### Cell sizes after repair

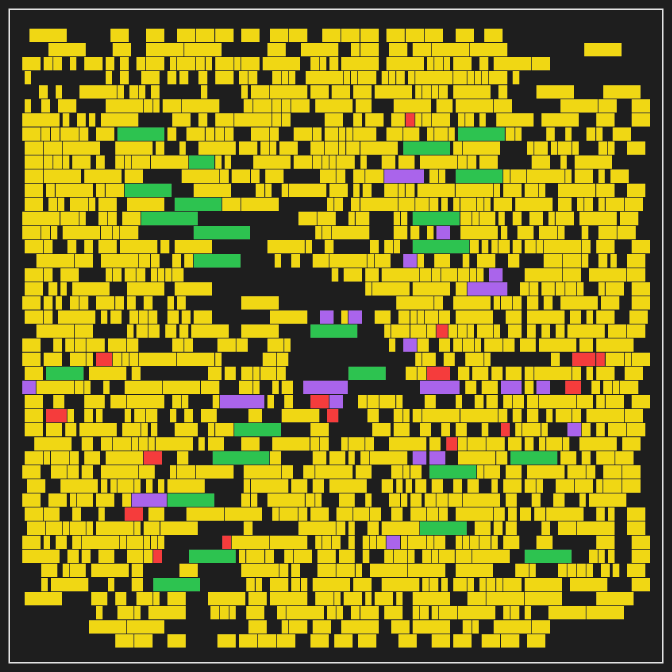
### Signal metal coverage by tile

25 x 25 tiles, from dark blue (low) to red (high), scaled to the fullest tile. Values are wire area over tile area, all layers added.
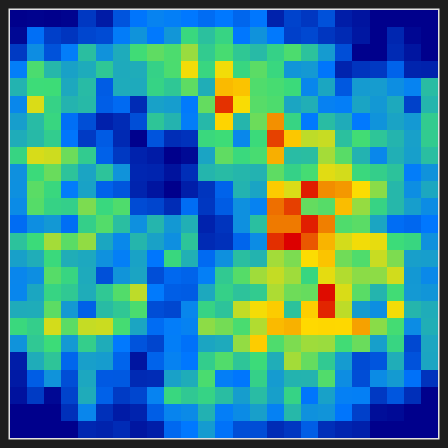
### Placed standard cells

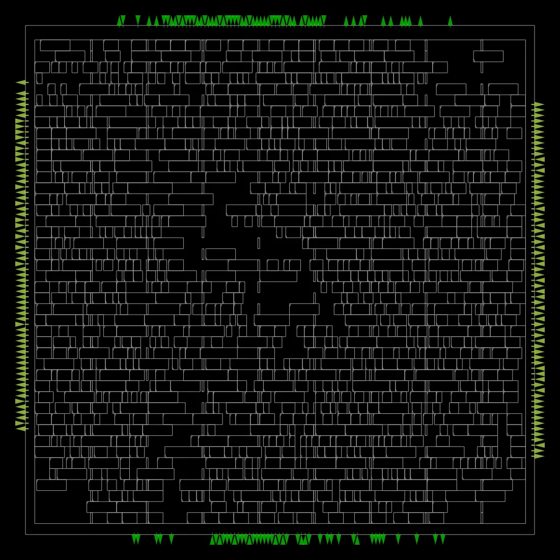
--- src/rtl/fetch_unit.sv ---
// Multicycle instruction fetch stage: PC register, memory read strobe,
// instruction register with a valid/ready handshake to decode, and
// branch/jump redirects from execute.
module fetch_unit #(
  parameter logic [31:0] RESET_PC  = 32'h0000_0000,
  parameter int          ROM_DEPTH = 28,
  parameter logic [31:0] NOP_INSTR = 32'h0000_0013
) (
  input  logic        clk,
  input  logic        rst,
  input  logic        redirect,
  input  logic [31:0] redirect_pc,
  input  logic        ir_ready,
  input  logic [31:0] instr,
  output logic [31:0] add,
  output logic        rd_i,
  output logic [31:0] ir,
  output logic [31:0] ir_pc,
  output logic [31:0] ir_pc4,
  output logic        ir_valid,
  output logic        fetch_fault,
  output logic [31:0] fetch_cnt
);

  localparam logic [29:0] DEPTH_W = 30'(ROM_DEPTH);

  typedef enum logic [2:0] {
    IDLE  = 3'd0,
    REQ   = 3'd1,
    CAPT  = 3'd2,
    HOLD  = 3'd3,
    FAULT = 3'd4
  } state_t;

  state_t      state_q, state_d;
  logic [31:0] pc_q, pc_d;
  logic [31:0] ir_q, ir_d;
  logic [31:0] ir_pc_q, ir_pc_d;
  logic [31:0] ir_pc4_q, ir_pc4_d;
  logic        ir_valid_q, ir_valid_d;
  logic        fault_q, fault_d;
  logic [31:0] cnt_q, cnt_d;
  logic        in_range;

  assign in_range    = (pc_q[31:2] < DEPTH_W);
  assign add         = {2'b00, pc_q[31:2]};
  assign rd_i        = (state_q == REQ) && in_range;
  assign ir          = ir_q;
  assign ir_pc       = ir_pc_q;
  assign ir_pc4      = ir_pc4_q;
  assign ir_valid    = ir_valid_q;
  assign fetch_fault = fault_q;
  assign fetch_cnt   = cnt_q;

  // Next-state: normal fetch sequencing, then redirect overrides it.
  always_comb begin
    state_d    = state_q;
    pc_d       = pc_q;
    ir_d       = ir_q;
    ir_pc_d    = ir_pc_q;
    ir_pc4_d   = ir_pc4_q;
    ir_valid_d = ir_valid_q;
    fault_d    = fault_q;
    cnt_d      = cnt_q;

    case (state_q)
      IDLE: state_d = REQ;
      REQ: begin
        if (in_range) begin
          state_d = CAPT;
        end else begin
          state_d = FAULT;
          fault_d = 1'b1;
        end
      end
      CAPT: begin
        // instr is only looked at here, so garbage elsewhere never reaches IR
        ir_d       = instr;
        ir_pc_d    = pc_q;
        ir_pc4_d   = pc_q + 32'd4;
        pc_d       = pc_q + 32'd4;
        ir_valid_d = 1'b1;
        state_d    = HOLD;
      end
      HOLD: begin
        if (ir_ready) begin
          ir_valid_d = 1'b0;
          cnt_d      = cnt_q + 32'd1;
          state_d    = REQ;
        end
      end
      FAULT: begin
        fault_d    = 1'b1;
        ir_valid_d = 1'b0;
      end
      default: state_d = IDLE;
    endcase

    // A HOLD handshake already counted above still stands; everything else
    // from the normal path (including a CAPT load) is discarded.
    if (redirect) begin
      if (redirect_pc[1:0] == 2'b00) begin
        pc_d       = redirect_pc;
        ir_d       = NOP_INSTR;
        ir_pc_d    = ir_pc_q;
        ir_pc4_d   = ir_pc4_q;
        ir_valid_d = 1'b0;
        fault_d    = 1'b0;
        state_d    = REQ;
      end else begin
        pc_d       = pc_q;
        ir_d       = ir_q;
        ir_pc_d    = ir_pc_q;
        ir_pc4_d   = ir_pc4_q;
        ir_valid_d = 1'b0;
        fault_d    = 1'b1;
        state_d    = FAULT;
      end
    end
  end

  // State register; reset wins over any redirect or handshake.
  always_ff @(posedge clk) begin
    if (rst) begin
      state_q    <= IDLE;
      pc_q       <= RESET_PC;
      ir_q       <= NOP_INSTR;
      ir_pc_q    <= 32'd0;
      ir_pc4_q   <= 32'd4;
      ir_valid_q <= 1'b0;
      fault_q    <= 1'b0;
      cnt_q      <= 32'd0;
    end else begin
      state_q    <= state_d;
      pc_q       <= pc_d;
      ir_q       <= ir_d;
      ir_pc_q    <= ir_pc_d;
      ir_pc4_q   <= ir_pc4_d;
      ir_valid_q <= ir_valid_d;
      fault_q    <= fault_d;
      cnt_q      <= cnt_d;
    end
  end

endmodule
--- config.mk ---
export PLATFORM = sky130hd
export DESIGN_NAME = fetch_unit
export DESIGN_NICKNAME = d
export VERILOG_FILES = /design/src/rtl/fetch_unit.sv
export SDC_FILE = /design/constraint.sdc
export NUM_CORES = 1
export LEC_CHECK = 0
export CORE_MARGIN = 2
export CORE_UTILIZATION = 51
export DETAILED_ROUTE_END_ITERATION = 16
export MAX_ROUTING_LAYER = met4
export PLACE_DENSITY = 0.86
export SYNTH_ARGS = -nofsm -noshare
export SYNTH_HDL_FRONTEND = slang
export SYNTH_SLANG_ARGS = --single-unit
--- constraint.sdc ---
create_clock -name clk -period 3.7 [get_ports clk]
set_clock_uncertainty 0.15 [all_clocks]
set_input_delay 0.74 -clock clk [delete_from_list [all_inputs] [get_ports clk]]
set_output_delay 0.74 -clock clk [all_outputs]
set_load 0.02 [all_outputs]
==> notes.md <==
impl run done, here's what came out: critical path's top delay family=simple AND/OR/NAND/NOR gates, die height=126 µm, Pwr top=the clock network, WHS Path Cells=2, Vias/cell=5.80, Max-Cap Viols=0, full die area=15900 µm², post-CTS sizing=0, CP peak stage delay=0.71 ns, worst r2r src=pc_q[2], Max Slew Vio Count=0, initial antenna violation count=0, register area=3260 µm², largest class=logic gates, Total Routed Length=22100 µm, crit path from=pc_q[9], Final Hold Viols=0, Placed Cells=1258, minimum clock period=3.39 ns, Critical Path AT=2.50 ns, crit path to=rd_i, Placement Cell Area=9630 µm², Setup-failing EPs final=0, crit share post-route=91.6%, WP depth=4, clock power share=46.7%, status=complete, no violations, aoi share=16.2%, clock-pin slew on the worst setup and hold paths=0.06 ns, Clock Network Area Fraction=5.96%, Final Worst Setup Slack=0.312 ns, H-Tree Depth=4, final cell count without fillers=1290, Worst Hold Launch=ir[6], Syn Std Cell Area=7590 µm², RSZ-0062 raised after global routing=false, post-CTS setup buffer count=0, setup slack, reg-to-reg=1.23 ns, Hold Path Sink=ir[6], logic area=3700 µm², clock buffer count=22, I/O pin total=231, 1st-pass router iterations=5, critical path class=reg -> out, Mapped Cells=949, Hold WS=0.299 ns, measured slew at the worst slew-check pin=1.15 ns, synth warn=0
## Picture notes: 'Cell sizes after repair'
Key: red = drive 2 [cells 16, share 1.4%, most used clkinv_2]; purple = drive 3 to 4 [cells 20, share 1.8%, most used buf_4]; yellow = drive 1 or less [cells 1046, share 95%, most used clkdlybuf4s50_1]; green = drive 6 and up [cells 24, share 2.2%, most used clkbuf_16]

## Picture notes: 'Signal metal coverage by tile'
The fullest tile reaches 0.64. The densest ninth of the die: east. The mean over all tiles is 0.23. 23% of the tiles are over half the peak. 5.3% of the tiles are nearly empty.
Vias: 7484
GRT Overall Usage: 27.8%
WL per Instance: 17.2 µm

## Picture notes: 'Placed standard cells'
n_taps: 184
Flop Count: 163

-- metal layers --
metal | routed length [µm] | vias to the layer above
li1 | - | 3562
met1 | 9240 | 3503
met2 | 10300 | 366
met3 | 2030 | 53
met4 | 563 | 0
met5 | 0 | -
-- synthesized netlist by cell type, types with 6 or more instances --
master    instances  share of area [%]
nand3_1          55                3.6
nand2_1         147                7.3
o21ai_0          39                2.6
nor4_1           11               0.91
a211oi_1         16                1.6
xnor2_1          17                2.0
inv_1            10               0.49
and4_1            6               0.69
nor3_1           12               0.79
a21oi_1         105                6.9
or3_1            15                1.2
nand4_1          25                2.1
xor2_1           28                3.2
buf_2            25                1.6
buf_4            36                3.6
nor2_1           76                3.8
dfxtp_1         163                 43
a31oi_1          12               0.99
clkbuf_1         50                2.5
and3_1           21                1.7
Power figures rest on the tool's default switching activity, not on a simulated workload.
